==> config.mk <==
export PLATFORM = sky130hd
export DESIGN_NAME = mem_responder
export DESIGN_NICKNAME = d
export VERILOG_FILES = /design/src/rtl/mem_responder_pkg.sv /design/src/rtl/mem_responder_sp_ram.sv /design/src/rtl/mem_responder.sv
export SDC_FILE = /design/constraint.sdc
export NUM_CORES = 2
export LEC_CHECK = 0
export CAP_MARGIN = 10
export CORE_UTILIZATION = 60
export DETAILED_ROUTE_END_ITERATION = 16
export PLACE_DENSITY_LB_ADDON = 0.2
export RECOVER_POWER = 50
export SETUP_SLACK_MARGIN = 0.2
export SLEW_MARGIN = 0
export SYNTH_ARGS = -nofsm -noshare
export SYNTH_HDL_FRONTEND = slang
export SYNTH_SLANG_ARGS = --single-unit
==> constraint.sdc <==
create_clock -name clk -period 7.47 [get_ports clk]
set_input_delay 1.1205 -clock clk [delete_from_list [all_inputs] [get_ports clk]]
set_output_delay 1.1205 -clock clk [all_outputs]
set_load 0.02 [all_outputs]
### Nets reached from selected ports

Scale: 1 px per µm.
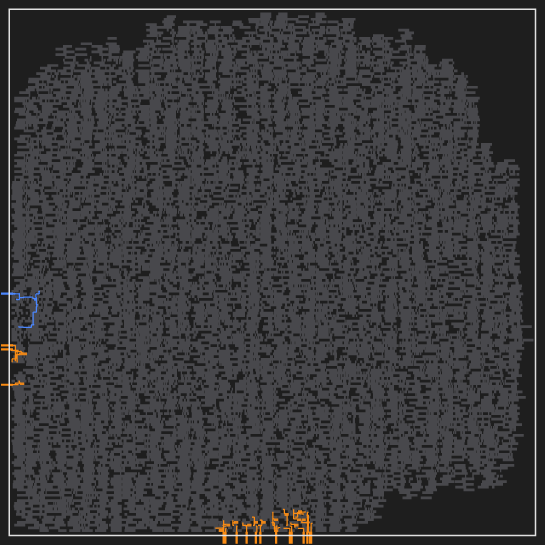
Key: d_rdata = orange [bits 16, direction output, end cells 16, wire 410 µm]; d_ready = blue [bits 1, direction output, end cells 1, wire 102 µm]
IO buf count: 73
number of placed I/O pins: 90

### Cell area per tile

The die is cut into 26 by 26 equal tiles; dark blue is low, red is high, 0 to 100% covered.
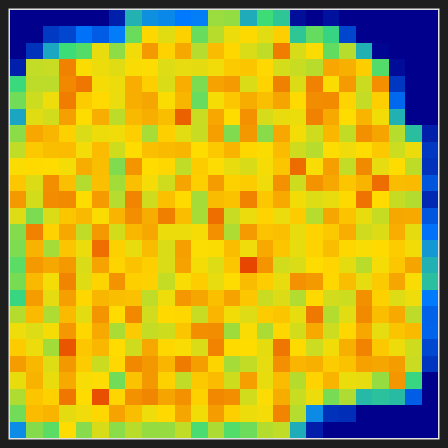
46% of the tiles are over 75% full. 7.0% of the tiles are nearly empty. The mean over all tiles is 65%. The fullest tile reaches 92%. The emptiest ninth of the die: north-east.
starting density of the core: 0.604
CORE AREA: 271,000 µm²
utilization after layout: 0.680

==> datasheet_impl.txt <==
Characteristics after synthesis and place and route

Parameter                              Value

Synthesis
  Count of flip-flops with a built-in enable after synthesis    about 4,100
  Post-synthesis net count    11,529
  Dominant flop cell    edfxtp_1
  Sequential area share after synthesis    0.760
  Largest cells by area after synthesis    edfxtp_1 (75%), nand2_1 (6.7%), nand3_1 (2.1%)
  Yosys stat area    164,000 µm²
  Netlist area before placement    164,000 µm²
  Fraction of synthesized cell area in xor and xnor cells    0.000374
  Mapped Cells    11,474
  Synth mux share    0.0167
  Area share of and/or/nand/nor cells after synthesis    0.114
  Top cells by instance count after synthesis    edfxtp_1 (4,112), nand2_1 (2,920), nand3_1 (689)
  AND-OR/OR-AND share of the synthesized area    0.0842
  Flops out of synthesis    4,157
  YS warnings    0
  Number of cells in the yosys synthesis report    roughly 11,000
  Cell type contributing the most total cell area after synthesis    edfxtp_1
  Share of the synthesized area in the top cell type    0.753
  Post-Synth Adder-Cell Area    0.000153

Clock network
  Worst-Skew Late Latency    0.96 ns
  Master cell of the clock root buffer    clkbuf_16
  Count of H-tree levels built during CTS    5
  Total clock sinks    4,157
  Hold bufs inserted after CTS    0
  Number of cells upsized or downsized after cts    0
  Clock tree from TritonCTS    built
  CTS clock-pin slew for the worst setup and hold paths    0.06 ns
  Cts bufs inserted    407
  Number of buffers added for setup after CTS    0

Drt
  Remaining number of nets flagged by the antenna check after routing    0
  Total number of vias    105,896
  Average via count per standard cell    6.78
  Detailed Routing Iterations Pass 1    8
  Count of routing violations after the opening detailed-route iteration    16,856
  Wire length per cell    between 30 and 40 µm

Placed design
  Final weighted congestion in routability-driven placement    a little over 0.9
  HPWL Detailed    around 270 mm

Global route
  Global routing met1 resource utilization    0.476
  GR Util met3    0.0837
  Antenna violations before repair    27
  Total track usage    0.346
  Total overflow reported by the global router    0
  Number of global-route vias before repair    100,635
  GRT busiest layer    met2
  GRT met2 Usage    0.521
  Global-route wire length before repair    between 600 and 700 mm
  Pin count of the biggest net entering global routing    between 200 and 250

Critical path
  Crit path cell chain    dlygate4sd3_1 -> a21boi_0 -> clkbuf_1 -> and3_1 -> clkbuf_4
  Longest individual stage delay on the worst path    2.15 ns
  Standard cell with the maximum stage delay on the critical path    clkbuf_4
  Reg2Reg Setup Slack    around 1.1 ns
  Arrival @ worst endpoint    6.99 ns
  Kind of end point of the critical path    register
  CP Class    in2reg
  Worst endpoint required time    7.83 ns
  Max Fanout on Critical Path    205
  Depth of the worst register-to-register path    5

STA
  Final critical delay including setup and external delays    6.63 ns
  Worst Hold Slack    0.484 ns
  Post-Route Setup TNS    0 ns
  Setup Viol. Count Final    0
  Transition time at the pin with the least slew margin    roughly 3.8 ns
  Final hold violation count    0
  Final setup skew    approximately 0.052 ns
  Post-layout period usage    0.888
  Worst slew margin    -1.53
  RSZ-0062 raised after global routing    no
  F_max    around 150 MHz
  Max-slew violation count    ~2,400

Worst hold path
  Worst min path class    reg2reg

Flow run
  Count of max-cap constraint violations    31
  Number of OpenROAD warnings    144

Power
  Total design power    45.6 mW
  Max IR drop VDD    240 µV
  Power density over cell area    247 nW/µm²
  Static Leakage    around 58 nW

Floorplanning
  Die Y-Extent    between 500 and 600 µm
  Die Footprint    275,000 µm²
  Die width    around 520 µm

Run status
  Run status    finished with violations
  Violations in the final reports    capacitance limit, slew limit

Finish
  Layout overhead on the synthesized area    12.4%
  Proportion of layout cells with a drive suffix above 1    0.117
  Layout Nets    between 10,000 and 15,000
## cells in the final DEF, fill, tap and decap left out, types with 8 or more instances in the layout
master and n:
nor2_1 217, a211o_1 12, edfxtp_1 4112, nand4_1 16
clkinv_1 98, dfrtp_1 45, mux2_2 25, nor4_1 53
mux2_1 24, clkdlybuf4s50_1 69, and3_1 415, nand3_2 16
clkinv_2 81, nand2_1 2920, nor3_1 8, diode_2 13
o21ai_0 84, o31ai_1 26, clkbuf_1 95, a31o_2 8
a22o_1 29, inv_16 8, buf_4 511, a311o_1 33
clkbuf_16 412, o22ai_1 24, a31oi_1 413, mux4_2 96
a21oi_1 186, buf_12 79, a22oi_1 124, a32oi_1 131
a32o_1 9, nand3_1 671, bufinv_16 38, nor2_2 62
clkinvlp_4 9, a211oi_1 373, o41ai_1 30, a311oi_1 356
## cell families after synthesis
| family | Yosys count |
|---|---|
| compound gates | 1880 |
| xor+xnor | 7 |
| fa+ha+maj | 2 |
| buf+inv | 875 |
| flops | 4157 |
| mux | 147 |
| simple gates | 4406 |
## report_power, final
group          leakage, nW  total [mW]  internal, mW  switching (mW)
Clock                 6.44        20.3          11.5            8.82
Combinational         22.2      0.0328        0.0174          0.0154
Sequential            29.0        25.2          25.2               0
Total                 57.7        45.6          36.8            8.83
## worst max-delay path: cells and delay by family
family,cells,cell delay [ns]
buffers and inverters,3,3.45
AND/OR/NAND/NOR,1,1.86
AND-OR/OR-AND,1,0.27
## layout make-up
type                       count  area (µm²)
tap                         3570        4470
clock buffer                 503       10700
inverter                       3        11.3
clock inverter               253        2480
sequential                  4157      125000
multi-input combinational   6442       35800
antenna                       13        32.5
fill                       17686       86900
timing repair buffer         685        6260
## layer usage
| metal | part of all wire | up-vias |
|---|---|---|
| met5 | 0.00017 | - |
| met4 | 0.055 | 12 |
| met3 | 0.13 | 1190 |
| met2 | 0.45 | 7671 |
| met1 | 0.36 | 52621 |
| li1 | - | 44402 |
## metrics by stage
| stage | worst slack, ns | cell area, µm² | util | std cells |
|---|---|---|---|---|
| after floorplan | 1.54 | 164000 | - | 11474 |
| after global placement | 1.09 | 171000 | 0.631 | 14855 |
| after detailed placement | 0.999 | 171000 | 0.631 | 14856 |
| after CTS | 1.70 | 184000 | 0.680 | 15612 |
| after global routing | 0.678 | 184000 | 0.679 | 15617 |
| final | 0.839 | 184000 | 0.680 | 15626 |
Power figures rest on the tool's default switching activity, not on a simulated workload.
